[src/rtl/uart_pkg.sv]
// uart_pkg: frame geometry and receiver state encoding shared by the UART transmitter and receiver.
package uart_pkg;
  localparam int DATA_BITS  = 8;
  localparam int OVERSAMPLE = 16;
  localparam logic [2:0] IDLE   = 3'd0;
  localparam logic [2:0] START  = 3'd1;
  localparam logic [2:0] DATA   = 3'd2;
  localparam logic [2:0] PARITY = 3'd3;
  localparam logic [2:0] STOP   = 3'd4;
endpackage

[src/rtl/uart_rx_os_if.sv]
// uart_rx_os_if: received-byte valid/ready handshake with per-byte error flags.
interface uart_rx_os_if;
  logic [uart_pkg::DATA_BITS-1:0] rx_data;
  logic rx_valid;
  logic rx_ready;
  logic pb_error;
  logic sb_error;
  logic ovr_error;
  modport master (output rx_data, rx_valid, pb_error, sb_error, ovr_error, input rx_ready);
  modport slave (input rx_data, rx_valid, pb_error, sb_error, ovr_error, output rx_ready);
endinterface

[src/rtl/sync_2ff.sv]
// sync_2ff: two-flop synchronizer; resets high so an idle serial line reads as idle.
module sync_2ff (
  input  logic clk,
  input  logic rst,
  input  logic d,
  output logic q
);
  logic [1:0] sync_q;
  logic [1:0] sync_d;
  always_comb sync_d = {sync_q[0], d};
  always_ff @(posedge clk or negedge rst)
    if (!rst) sync_q <= 2'b11;
    else sync_q <= sync_d;
  assign q = sync_q[1];
endmodule

[src/rtl/uart_rx_os.sv]
// uart_rx_os: 16x-oversampling 8N1/8E1 UART receiver with valid/ready output (UART_RX_PARITY_EN enables even parity).
module uart_rx_os
  import uart_pkg::*;
(
  input  logic clk,
  input  logic rst,
  input  logic tick,
  input  logic rx_in,
  output logic rx_busy,
  uart_rx_os_if.master rx
);
  localparam int CW = $clog2(OVERSAMPLE);
  localparam int BW = $clog2(DATA_BITS);
  localparam logic [CW-1:0] HALF  = CW'(OVERSAMPLE / 2 - 1);
  localparam logic [CW-1:0] LAST  = CW'(OVERSAMPLE - 1);
  localparam logic [BW-1:0] BLAST = BW'(DATA_BITS - 1);
`ifdef UART_RX_PARITY_EN
  localparam logic [2:0] AFTER_DATA = PARITY;
`else
  localparam logic [2:0] AFTER_DATA = STOP;
`endif
  logic line;
  logic [2:0] state_q, state_d;
  logic [CW-1:0] cnt_q, cnt_d;
  logic [BW-1:0] bit_q, bit_d;
  logic [DATA_BITS-1:0] shift_q, shift_d, data_q, data_d;
  logic valid_q, valid_d, pb_q, pb_d, sb_q, sb_d, ovr_q, ovr_d;
  logic done, accept, perr;
  sync_2ff u_sync (.clk(clk), .rst(rst), .d(rx_in), .q(line));
`ifdef UART_RX_PARITY_EN
  logic perr_q, perr_d;
  assign perr = perr_q;
  always_ff @(posedge clk or negedge rst)
    if (!rst) perr_q <= 1'b0;
    else perr_q <= perr_d;
`else
  assign perr = 1'b0;
`endif
  assign done   = tick && state_q == STOP && cnt_q == LAST;
  assign accept = valid_q && rx.rx_ready;
  // The sample counter free-runs modulo OVERSAMPLE, so each DATA/PARITY/STOP sample lands mid-bit.
  always_comb begin
    state_d = state_q;
    cnt_d   = cnt_q;
    bit_d   = bit_q;
    shift_d = shift_q;
`ifdef UART_RX_PARITY_EN
    perr_d  = perr_q;
`endif
    if (tick) begin
      cnt_d = cnt_q + 1'b1;
      case (state_q)
        IDLE: begin
          cnt_d   = '0;
          state_d = line ? IDLE : START;
        end
        START: if (cnt_q == HALF) begin
          cnt_d   = '0;
          bit_d   = '0;
          state_d = line ? IDLE : DATA;
        end
        DATA: if (cnt_q == LAST) begin
          shift_d = {line, shift_q[DATA_BITS-1:1]};
          bit_d   = bit_q + 1'b1;
          state_d = (bit_q == BLAST) ? AFTER_DATA : DATA;
        end
`ifdef UART_RX_PARITY_EN
        PARITY: if (cnt_q == LAST) begin
          perr_d  = ^shift_q ^ line;
          state_d = STOP;
        end
`endif
        STOP: if (cnt_q == LAST) state_d = IDLE;
        default: state_d = IDLE;
      endcase
    end
  end
  // A completion in the same clk as a transfer wins: the new byte is presented without overrun.
  always_comb begin
    data_d  = done ? shift_q : data_q;
    valid_d = done || (valid_q && !rx.rx_ready);
    pb_d    = done ? perr : pb_q && !accept;
    sb_d    = done ? !line : sb_q && !accept;
    ovr_d   = done ? valid_q && !rx.rx_ready : ovr_q && !accept;
  end
  always_ff @(posedge clk or negedge rst)
    if (!rst) begin
      state_q <= IDLE;
      cnt_q   <= '0;
      bit_q   <= '0;
      shift_q <= '0;
      data_q  <= '0;
      valid_q <= 1'b0;
      pb_q    <= 1'b0;
      sb_q    <= 1'b0;
      ovr_q   <= 1'b0;
    end else begin
      state_q <= state_d;
      cnt_q   <= cnt_d;
      bit_q   <= bit_d;
      shift_q <= shift_d;
      data_q  <= data_d;
      valid_q <= valid_d;
      pb_q    <= pb_d;
      sb_q    <= sb_d;
      ovr_q   <= ovr_d;
    end
  assign rx.rx_data   = data_q;
  assign rx.rx_valid  = valid_q;
  assign rx.pb_error  = pb_q;
  assign rx.sb_error  = sb_q;
  assign rx.ovr_error = ovr_q;
  assign rx_busy      = state_q != IDLE;
endmodule

[src/flat_wrapper.sv]
// flat-port wrapper written by rule: the top's interface ports become plain ports
module uart_rx_os_flat import uart_pkg::*;
  (clk, rst, tick, rx_in, rx_busy, rx_rx_data, rx_rx_valid, rx_pb_error, rx_sb_error, rx_ovr_error, rx_rx_ready);
  uart_rx_os_if rx_i ();
  input  logic clk;
  input  logic rst;
  input  logic tick;
  input  logic rx_in;
  output logic rx_busy;
  output wire logic [$bits(rx_i.rx_data)-1:0] rx_rx_data;
  output wire logic [$bits(rx_i.rx_valid)-1:0] rx_rx_valid;
  output wire logic [$bits(rx_i.pb_error)-1:0] rx_pb_error;
  output wire logic [$bits(rx_i.sb_error)-1:0] rx_sb_error;
  output wire logic [$bits(rx_i.ovr_error)-1:0] rx_ovr_error;
  input wire logic [$bits(rx_i.rx_ready)-1:0] rx_rx_ready;
  assign rx_rx_data = rx_i.rx_data;
  assign rx_rx_valid = rx_i.rx_valid;
  assign rx_pb_error = rx_i.pb_error;
  assign rx_sb_error = rx_i.sb_error;
  assign rx_ovr_error = rx_i.ovr_error;
  assign rx_i.rx_ready = rx_rx_ready;
  uart_rx_os u_core (.clk(clk), .rst(rst), .tick(tick), .rx_in(rx_in), .rx_busy(rx_busy), .rx(rx_i));
endmodule
[config.mk]
export PLATFORM = sky130hd
export DESIGN_NAME = uart_rx_os_flat
export DESIGN_NICKNAME = d
export VERILOG_FILES = /design/src/rtl/uart_pkg.sv /design/src/rtl/uart_rx_os_if.sv /design/src/rtl/sync_2ff.sv /design/src/rtl/uart_rx_os.sv /design/src/flat_wrapper.sv
export SDC_FILE = /design/constraint.sdc
export NUM_CORES = 1
export LEC_CHECK = 0
export CAP_MARGIN = 20
export CORE_ASPECT_RATIO = 1.1
export CORE_MARGIN = 2
export CORE_UTILIZATION = 30
export DETAILED_ROUTE_END_ITERATION = 12
export PLACE_DENSITY = 0.56
export SYNTH_ARGS = -nofsm -noshare
export SYNTH_HDL_FRONTEND = slang
export SYNTH_SLANG_ARGS = --single-unit
[constraint.sdc]
create_clock -name clk -period 5.13 [get_ports clk]
set_input_delay 0.513 -clock clk [delete_from_list [all_inputs] [get_ports clk]]
set_output_delay 0.513 -clock clk [all_outputs]
set_load 0.05 [all_outputs]
==> GITHUB_STEP_SUMMARY, run 1 <==
## PnR job results

| Metric | Value |
|---|---|
| Hold Vio Cnt, Final | 0 |
| MI comb area | ~540 um^2 |
| Initial Util | between 30 and 40% |
| Cell Chain, Critical Path | nor3_1 -> inv_1 -> clkdlybuf4s50_1 |
| Via count of the first global-routing pass | 866 |
| Top cells excl fill/tap | dfrtp_1, mux2_2, clkdlybuf4s50_1, nand2_1, inv_1 |
| Non-clock buffers | 18 |
| Synth Area per Inst | ~12 um^2 |
| Clk_buf instances | 6 |
| DR WL met2 | between 1000 and 1500 um |
| Hold-fix buffer count after cts | 0 |
| Global-route wire length before repair | roughly 4100 um |
| Final instance area | around 0.0017 mm^2 |
| Outcome | finished, final reports clean |
| Top cells, area | dfrtp_1, mux2_2, dfstp_2, mux2i_1, ha_1 |
| Post-synthesis simple-gate area fraction | a little over a tenth |
| Worst endpoint data arrival time | between 1.5 and 2 ns |
| Leading cell kind | registers |
| Flops after synth | 32 |
| Seq. pwr | 0.300 mW |
| Critical Path End | rx_busy |
| Multi-input gates | just over 70 |
| Final Total Pwr | 0.684 mW |
| Async SR Flop Fraction | 100% |
| GRT overflow | 0 |
| Switching Share | 29.8% |
| Area leader share | roughly 53% |
| Critical path class | reg2out |
| Final setup viols | 0 |
| Power density cells | 395 mW/mm^2 |
| Clock Power Share | 34.0% |
| Tool Warnings | 26 |
| I/O pin cnt | 18 |
| Clock Skew | roughly 0.0046 ns |
| Fmax | roughly 0.42 GHz |
| Crit path DRT | roughly 4.6 ns |
| DRC violations left | 0 |
| Cell Type Count | 30 |
| FP Rows | 26 |
| Worst VDD drop | between 0.15 and 0.2 mV |
| Syn nets | roughly 120 |
| Worst Max-Slew Pin Slew | around 0.95 ns |
| Worst hold margin | 0.357 ns |
| Setup crit start | u_core.state_q[2] |
| Setup WS post-layout | between 2 and 3 ns |
| Antenna violations before repair | 0 |
| Flip-flops | 32 |
| IO Port Bufs | 17 |
| Post-place setup slack | around 2.4 ns |
| WHS Endpoint | u_core.u_sync.sync_q[1] |
| Internal | between 0.4 and 0.5 mW |
| Largest net degree at the start of global routing | 33 |
| Yosys xor share | less than 1% |
| Synth top cell by count | dfrtp_1 |
| Number of fill cells in the layout | 439 |
| GPL Wtd Cong | 0.764 |
| Clk ins delay skew pair | 0.28 ns |
| GRT busiest layer | met2 |
| Final min period | around 2.4 ns |
| CTS clk-pin slew, worst paths | about 0.06 ns |
| Flop-to-flop setup slack | ~3 ns |
| Gate Count Post-Synth | roughly 120 |
| Root Buffer | clkbuf_8 |
| Synth mux share | 17.2% |
| P&R area growth vs syn | 23.0% |
| Vias/cell | 4.73 |
| Cell Area, Synth | approximately 0.0014 mm^2 |
| DP Area | 0.00162 mm^2 |
| M1 WL | about 1100 um |
| Synthesis Warnings | 0 |
| Sequential Power Share | between 40% and 50% |
| Synth area leader | dfrtp_1 |
| ANT nets after route | 0 |
| Storage cell area | 803 um^2 |
| DR WL met3 | between 70 and 80 um |
| H-tree Lvls | 2 |
| Number of cells on the critical path | 3 |
| Diode count | 0 |
| DR iter-0 viols | 29 |
| NonClk Buf Share | roughly a tenth |
| R2r worst-path depth | 3 |
| Max incr delay on CP | approximately 0.71 ns |
| Yosys stat area | between 0.001 and 0.0015 mm^2 |
| Hold/Removal Path Class | reg2reg |
| DIE AREA | around 0.0053 mm^2 |
| Tap Count | 56 |
| Pre-antenna DRT Iters | 4 |
| Clock Path Buffers | 2 |
| Clk tree area frac | ~6.2% |
| CP startpoint kind | flop |
| Most frequent cells after synthesis | dfrtp_1, mux2_2, nand2_1, inv_1 |
| Layout cells sized above 1 | ~22% |
| Main flop type | dfrtp_1 |
| Dominant kind of combinational cell | multiplexers |
| Logic inverters | 7 |
| Reg-to-Reg Start | u_core.state_q[0] |
| Max-Cap Viols | 0 |
| CP endpoint kind | primary output |
| CTS tree | built |
| Worst path bufs/invs | 2 |
| Core Region | 0.00459 mm^2 |
| Setup_tns | 0 ns |
| Sequential share of cell area | 46.5% |
| Combinational share of cell area | 31.5% |
| Met1 GRT Util | between 10% and 20% |
| TritonCTS Buffers | 5 |
| Highest-power group | registers |
| FF-to-FF End | u_core.rx.rx_data[0] |
| Die W | approximately 70 um |
| Worst hold start | u_core.u_sync.sync_q[0] |
| Max Used Layer | met4 |
| HPWL after DPL | between 1500 and 2000 um |
| Yosys Instances | around 120 |
| Hold path depth | 0 |
| Final Cycle Share | a little under half |
| Dpl cells | around 180 |
| Post-CTS resize count | 0 |
| Final net count | roughly 140 |
| Comb pwr share | a little over a fifth |
| Post-route insts no fill | between 150 and 200 |
| Leakage power total | between 0.7 and 0.8 nW |
| Max-slew violations | 0 |
| EDFF count, synth | 0 |
| Commonest Layout Cell | dfrtp_1 |
| Top Family by Delay on Critical Path | buffers and inverters |
| Finished Core Util | around 38% |
| Clk power | ~0.23 mW |
| Die Y | 75.8 um |
| Complex Gates by Area | roughly 7.7% |
Fig. 1: run 1, metal 3
Bar = 20 um.
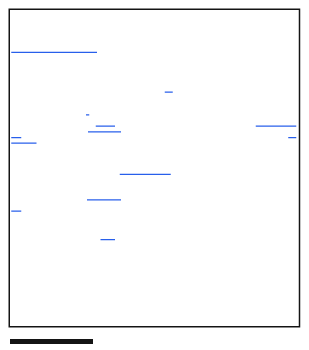
- nets with wire on the layer: 8
- main direction: horizontal
- wire length on this layer: 78.0 um
- longest straight run: 20.2 um
total wire length: 2510 um
GR Util met3: 2.51%
via count: 908

Fig. 2: run 1, layout detail
Region (15, 3) to (55, 43) um. Cells in grey, sequential cells in the stronger grey; small squares are vias.
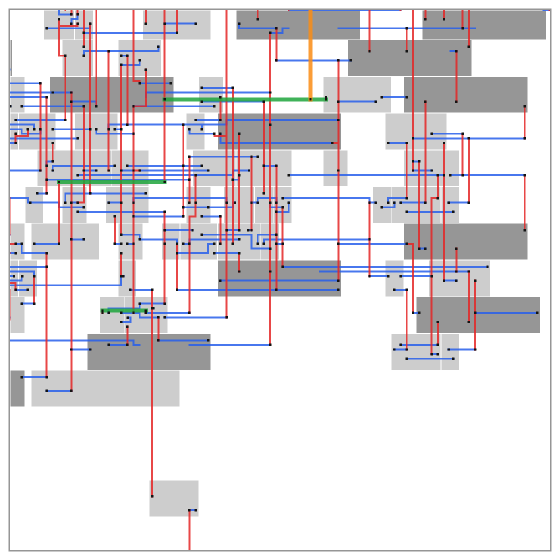
- M3: green
- M2: red
- M4: orange
- M1: blue
- cells with their middle in the window: 54
- most frequent: dfrtp_1 (10), nand2_1 (6)
- netlist names of flops here include: `u_core.bit_q` (3), `u_core.state_q` (3), `u_core.shift_q` (2)
- sequential cells in the window: 10

Fig. 3: run 1, wiring by layer
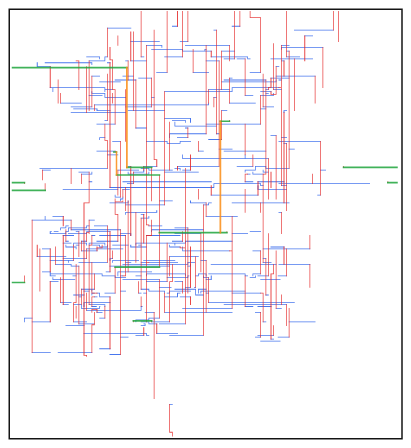
- M2: red (wire length 1,260 um)
- M4: orange (wire length 41.5 um)
- M1: blue (wire length 1,120 um)
- M3: green (wire length 78.0 um)
WL per Instance: 13.0 um
Tot GR Track Use: 10.3%

==> run 2, diff against run 1 <==
==> constraint.sdc (replaced) <==
create_clock -name clk -period 2.3 [get_ports clk]
set_input_delay 0.23 -clock clk [delete_from_list [all_inputs] [get_ports clk]]
set_output_delay 0.23 -clock clk [all_outputs]
set_load 0.05 [all_outputs]
==> run 2 against run 1 <==
Combinational power grew 120%. Clock-buffer cell count is 1 lower. Critical path depth did not move. Core utilization grew 0.41 points. Final cell count increased by 1.0%. Clock skew grew 0.0038 ns.
==> GITHUB_STEP_SUMMARY, run 2 <==
## PnR job results

| Metric | Value |
|---|---|
| Total wire length | 2510 um (about the same) |
| Clk power | 0.532 mW (was 0.233 mW) |
| Clock Power Share | 34.6% (was 34.0%) |
| Clk tree area frac | 6.37% (was 6.22%) |
| DR iter-0 viols | 40 (was 29) |
| Crit path DRT | 2.07 ns (was 4.62 ns) |
| Async SR Flop Fraction | 100% (unchanged) |
| Sequential Power Share | 43.5% (was 43.9%) |
| Worst hold margin | 0.336 ns (was 0.357 ns) |
| TritonCTS Buffers | 5 (unchanged) |
| FF-to-FF End | u_core.bit_q[0] (was u_core.rx.rx_data[0]) |
| Combinational power | 0.338 mW (was 0.151 mW) |
| Reg-to-Reg Start | u_core.cnt_q[0] (was u_core.state_q[0]) |
| Via count | 914 (was 908) |
| Tap Count | 56 (unchanged) |
| DR WL met2 | 1220 um (was 1260 um) |
| Comb pwr share | 21.9% (was 22.0%) |
| Cell Chain, Critical Path | nor3_1 -> inv_1 -> clkdlybuf4s50_1 (unchanged) |
| Diode count | 0 (unchanged) |
| CTS tree | built (unchanged) |
| I/O pin cnt | 18 (unchanged) |
| Worst Max-Slew Pin Slew | 0.503 ns (was 0.952 ns) |
| Synth mux share | 17.2% (unchanged) |
| Final min period | between 2 and 2.5 ns |
| Core Region | 0.00459 mm^2 (unchanged) |
| Die W | 69.3 um (unchanged) |
| Leakage power total | 0.804 nW (was 0.794 nW) |
| Sequential share of cell area | 46.0% (was 46.5%) |
| Dominant kind of combinational cell | multiplexers (unchanged) |
| Seq. pwr | 0.670 mW (was 0.300 mW) |
| Worst VDD drop | 0.434 mV (was 0.195 mV) |
| Top Family by Delay on Critical Path | buffers and inverters (unchanged) |
| Main flop type | dfrtp_1 (unchanged) |
| Cell Area, Synth | 0.00141 mm^2 (unchanged) |
| Multi-input gates | 71 (unchanged) |
| Worst endpoint data arrival time | 1.89 ns (about the same) |
| Antenna violations before repair | 0 (unchanged) |
| MI comb area | 544 um^2 (unchanged) |
| Synth area leader | dfrtp_1 (unchanged) |
| Clock Path Buffers | 2 (unchanged) |
| Number of cells on the critical path | 3 (unchanged) |
| Post-route insts no fill | 194 (was 192) |
| CTS clk-pin slew, worst paths | 0.07 ns (was 0.06 ns) |
| Largest net degree at the start of global routing | 33 (unchanged) |
| Setup crit start | u_core.state_q[2] (unchanged) |
| Most frequent cells after synthesis | dfrtp_1, mux2_2, nand2_1, inv_1 (unchanged) |
| Combinational share of cell area | 31.1% (was 31.5%) |
| Leading cell kind | registers (unchanged) |
| Storage cell area | 803 um^2 (unchanged) |
| Complex Gates by Area | 7.65% (unchanged) |
| GRT busiest layer | met2 (unchanged) |
| Clk_buf instances | 5 (was 6) |
| Final Cycle Share | 92.3% |
| Top cells excl fill/tap | dfrtp_1, mux2_2, clkdlybuf4s50_1, nand2_1, inv_1 (unchanged) |
| Commonest Layout Cell | dfrtp_1 (unchanged) |
| Flip-flops | 32 (unchanged) |
| ANT nets after route | 0 (unchanged) |
| P&R area growth vs syn | 24.3% (was 23.0%) |
| Max-slew violations | 0 (unchanged) |
| Clock Skew | 0.00833 ns (was 0.00455 ns) |
| GPL Wtd Cong | 0.804 (was 0.764) |
| Tot GR Track Use | 10.5% (was 10.3%) |
| Yosys xor share | 0.623% (unchanged) |
| Max Used Layer | met4 (unchanged) |
| Area leader share | 53.4% (unchanged) |
| FP Rows | 26 (unchanged) |
| Flops after synth | 32 (unchanged) |
| Outcome | finished, final reports clean (unchanged) |
| Synthesis Warnings | 0 (unchanged) |
| EDFF count, synth | 0 (unchanged) |
| Cell Type Count | 30 (unchanged) |
| DRC violations left | 0 (unchanged) |
| Max-Cap Viols | 0 (unchanged) |
| Tool Warnings | 26 (unchanged) |
| Final instance area | 0.00175 mm^2 (was 0.00173 mm^2) |
| Global-route wire length before repair | 4200 um (was 4130 um) |
| CP startpoint kind | flop (unchanged) |
| Dpl cells | 186 (was 184) |
| Post-place setup slack | 0.300 ns (was 2.43 ns) |
| Max incr delay on CP | 0.71 ns (about the same) |
| Finished Core Util | 38.1% (was 37.7%) |
| Via count of the first global-routing pass | 899 (was 866) |
| Clk ins delay skew pair | 0.29 ns (was 0.28 ns) |
| Syn nets | 123 (unchanged) |
| Met1 GRT Util | 12.9% (was 12.7%) |
| Hold-fix buffer count after cts | 0 (unchanged) |
| Vias/cell | 4.71 (was 4.73) |
| Synth top cell by count | dfrtp_1 (unchanged) |
| Number of fill cells in the layout | 446 (was 439) |
| M1 WL | 1170 um (was 1120 um) |
| Hold Vio Cnt, Final | 0 (unchanged) |
| R2r worst-path depth | 5 (was 3) |
| Die Y | 75.8 um (unchanged) |
| Pre-antenna DRT Iters | 4 (unchanged) |
| DIE AREA | 0.00525 mm^2 (unchanged) |
| Post-CTS resize count | 0 (unchanged) |
| Final Total Pwr | 1.54 mW (was 0.684 mW) |
| Gate Count Post-Synth | 115 (unchanged) |
| Worst path bufs/invs | 2 (unchanged) |
| WL per Instance | 12.9 um (was 13.0 um) |
| Setup_tns | 0 ns (unchanged) |
| Switching Share | 30.5% (was 29.8%) |
| Flop-to-flop setup slack | 0.41 ns (was 2.93 ns) |
| Hold/Removal Path Class | in2async (was reg2reg) |
| Post-synthesis simple-gate area fraction | 10.6% (unchanged) |
| IO Port Bufs | 17 (unchanged) |
| Top cells, area | dfrtp_1, mux2_2, dfstp_2, mux2i_1, ha_1 (unchanged) |
| Initial Util | 30.7% (unchanged) |
| HPWL after DPL | 1770 um (was 1810 um) |
| H-tree Lvls | 2 (unchanged) |
| Layout cells sized above 1 | 23.9% (was 22.1%) |
| Final setup viols | 0 (unchanged) |
| Setup WS post-layout | 0.176 ns (was 2.73 ns) |
| Fmax | 0.471 GHz |
| GRT overflow | 0 (unchanged) |
| Final net count | 145 (was 143) |
| DP Area | 0.00164 mm^2 (was 0.00162 mm^2) |
| Yosys Instances | 115 (unchanged) |
| Non-clock buffers | 20 (was 18) |
| Logic inverters | 7 (unchanged) |
| CP endpoint kind | primary output (unchanged) |
| Root Buffer | clkbuf_8 (unchanged) |
| Yosys stat area | 0.00141 mm^2 (unchanged) |
| Synth Area per Inst | 12.2 um^2 (unchanged) |
Fig. 4: run 2, clock network drawn from the DEF
Bar = 20 um.
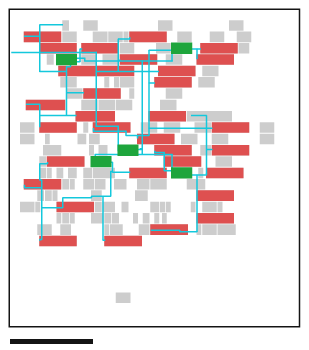
- flip-flops: red (count 32)
- clock-net drivers: green (count 5)
- clock wires: cyan (length 425 um)
- routed clock nets: 6

==> run 3, diff against run 2 <==
--- a/config.mk
+++ b/config.mk
@@ -5,11 +5,11 @@
 export SDC_FILE = /design/constraint.sdc
 export NUM_CORES = 1
 export LEC_CHECK = 0
-export CAP_MARGIN = 20
 export CORE_ASPECT_RATIO = 1.1
 export CORE_MARGIN = 2
 export CORE_UTILIZATION = 30
 export DETAILED_ROUTE_END_ITERATION = 12
+export HOLD_SLACK_MARGIN = 0.08
 export PLACE_DENSITY = 0.56
 export SYNTH_ARGS = -nofsm -noshare
 export SYNTH_HDL_FRONTEND = slang
==> run 3 against run 2 <==
Fmax unchanged. Final area unchanged. Critical path type unchanged. Final cell count unchanged. Sequential power about the same. Global-route usage unchanged. Highest routed layer unchanged.
==> GITHUB_STEP_SUMMARY, run 3 <==
## PnR job results

| Metric | Value |
|---|---|
| Pre-antenna DRT Iters | 4 (unchanged) |
| DR WL met2 | 1220 um (unchanged) |
| Setup crit start | u_core.state_q[2] (unchanged) |
| Non-clock buffers | 20 (unchanged) |
| Final instance area | 0.00175 mm^2 (unchanged) |
| Flip-flops | 32 (unchanged) |
| Worst Max-Slew Pin Slew | 0.503 ns (unchanged) |
| Commonest Layout Cell | dfrtp_1 (unchanged) |
| MI comb area | 544 um^2 (unchanged) |
| Sequential share of cell area | 46.0% (unchanged) |
| Clock Power Share | 34.6% (about the same) |
| GRT overflow | 0 (unchanged) |
| Largest net degree at the start of global routing | 33 (unchanged) |
| FF-to-FF End | u_core.bit_q[0] (unchanged) |
| Final Total Pwr | 1.54 mW (unchanged) |
| Antenna violations before repair | 0 (unchanged) |
| CP startpoint kind | flop (unchanged) |
| Post-place setup slack | 0.300 ns (unchanged) |
| Synth Area per Inst | 12.2 um^2 (unchanged) |
| Leading cell kind | registers (unchanged) |
| Max-slew violations | 0 (unchanged) |
| Multi-input gates | 71 (unchanged) |
| Vias/cell | 4.71 (unchanged) |
| Clk power | 0.532 mW (about the same) |
| WL per Instance | 12.9 um (unchanged) |
| Final net count | 145 (unchanged) |
| Switching Share | 30.5% (unchanged) |
| Logic inverters | 7 (unchanged) |
| Yosys stat area | 0.00141 mm^2 (unchanged) |
| Number of fill cells in the layout | 446 (unchanged) |
| Die Y | 75.8 um (unchanged) |
| Via count | 914 (unchanged) |
| Clk tree area frac | 6.37% (unchanged) |
| Most frequent cells after synthesis | dfrtp_1, mux2_2, nand2_1, inv_1 (unchanged) |
| Tool Warnings | 26 (unchanged) |
| Synth area leader | dfrtp_1 (unchanged) |
| Die W | 69.3 um (unchanged) |
| HPWL after DPL | 1770 um (unchanged) |
| Main flop type | dfrtp_1 (unchanged) |
| Initial Util | 30.7% (unchanged) |
| DR iter-0 viols | 40 (unchanged) |
| FP Rows | 26 (unchanged) |
| Fmax | 0.471 GHz (unchanged) |
| Cell Chain, Critical Path | nor3_1 -> inv_1 -> clkdlybuf4s50_1 (unchanged) |
| Sequential Power Share | 43.5% (about the same) |
| Met2 GRT Util | 16.8% (unchanged) |
| Combinational share of cell area | 31.1% (unchanged) |
| Layout cells sized above 1 | 23.9% (unchanged) |
| Clock Path Buffers | 2 (unchanged) |
| Critical Path End | rx_busy (unchanged) |
| Async SR Flop Fraction | 100% (unchanged) |
| Setup_tns | 0 ns (unchanged) |
| Root Buffer | clkbuf_8 (unchanged) |
| Complex Gates by Area | 7.65% (unchanged) |
| H-tree Lvls | 2 (unchanged) |
| GR Util met3 | 3.97% (unchanged) |
| Cell Type Count | 30 (unchanged) |
| Storage cell area | 803 um^2 (unchanged) |
| I/O pin cnt | 18 (unchanged) |
| DIE AREA | 0.00525 mm^2 (unchanged) |
| DRC violations left | 0 (unchanged) |
| Total wire length | 2510 um (unchanged) |
| Final min period | 2.12 ns (unchanged) |
| CTS tree | built (unchanged) |
| EDFF count, synth | 0 (unchanged) |
| Number of cells on the critical path | 3 (unchanged) |
| Yosys xor share | 0.623% (unchanged) |
| Reg-to-Reg Start | u_core.cnt_q[0] (unchanged) |
| Combinational power | 0.338 mW (about the same) |
| Final Cycle Share | 92.3% (unchanged) |
| Diode count | 0 (unchanged) |
| Max incr delay on CP | 0.71 ns (about the same) |
| M1 WL | 1170 um (unchanged) |
| Post-CTS resize count | 0 (unchanged) |
| Dpl cells | 186 (unchanged) |
| CTS clk-pin slew, worst paths | 0.07 ns (about the same) |
| Global-route wire length before repair | 4200 um (unchanged) |
| Hold Vio Cnt, Final | 0 (unchanged) |
| Crit path DRT | 2.07 ns (about the same) |
| Worst path bufs/invs | 2 (unchanged) |
| Yosys Instances | 115 (unchanged) |
| NonClk Buf Share | 11.0% (unchanged) |
| CP endpoint kind | primary output (unchanged) |
| DP Area | 0.00164 mm^2 (unchanged) |
| Final setup viols | 0 (unchanged) |
| Comb pwr share | 21.9% (about the same) |
| Setup WS post-layout | 0.176 ns (unchanged) |
| Max Used Layer | met4 (unchanged) |
| Dominant kind of combinational cell | multiplexers (unchanged) |
| Clk_buf instances | 5 (unchanged) |
| Top cells excl fill/tap | dfrtp_1, mux2_2, clkdlybuf4s50_1, nand2_1, inv_1 (unchanged) |
| Top Family by Delay on Critical Path | buffers and inverters (unchanged) |
| Cell Area, Synth | 0.00141 mm^2 (unchanged) |
| Top cells, area | dfrtp_1, mux2_2, dfstp_2, mux2i_1, ha_1 (unchanged) |
| Leakage power total | 0.804 nW (unchanged) |
| DR WL met3 | 85 um (unchanged) |
| Met1 GRT Util | 12.9% (unchanged) |
| Internal | 1.07 mW (unchanged) |
| Worst VDD drop | 0.434 mV (unchanged) |
| Tot GR Track Use | 10.5% (unchanged) |
| Max-Cap Viols | 0 (unchanged) |
| Highest-power group | registers (unchanged) |
| Flops after synth | 32 (unchanged) |
| Synth top cell by count | dfrtp_1 (unchanged) |
| Critical path class | reg2out (unchanged) |
| Worst endpoint data arrival time | 1.89 ns (about the same) |
| R2r worst-path depth | 5 (unchanged) |
| GPL Wtd Cong | 0.804 (unchanged) |
| Clock Skew | 0.00833 ns (unchanged) |
| Synth mux share | 17.2% (unchanged) |
| Tap Count | 56 (unchanged) |
| GRT busiest layer | met2 (unchanged) |
| Flop-to-flop setup slack | 0.41 ns (about the same) |
| Gate Count Post-Synth | 115 (unchanged) |
| Power density cells | 881 mW/mm^2 (unchanged) |
| Clk ins delay skew pair | 0.29 ns (about the same) |
| TritonCTS Buffers | 5 (unchanged) |
| Syn nets | 123 (unchanged) |
| IO Port Bufs | 17 (unchanged) |
| Area leader share | 53.4% (unchanged) |
| Synthesis Warnings | 0 (unchanged) |
| Outcome | finished, final reports clean (unchanged) |
| ANT nets after route | 0 (unchanged) |
| Post-synthesis simple-gate area fraction | 10.6% (unchanged) |
| Worst hold margin | 0.336 ns (unchanged) |
| Seq. pwr | 0.670 mW (about the same) |
Fig. 5: run 3, placement view
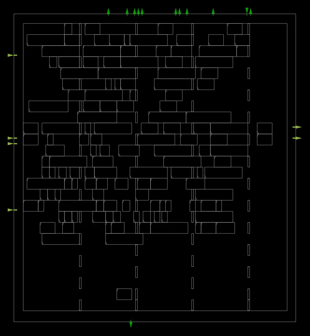
Finished Core Util: 38.1%
post-route insts no fill: 194
Core Region: 0.00459 mm^2

Power figures rest on the tool's default switching activity, not on a simulated workload.
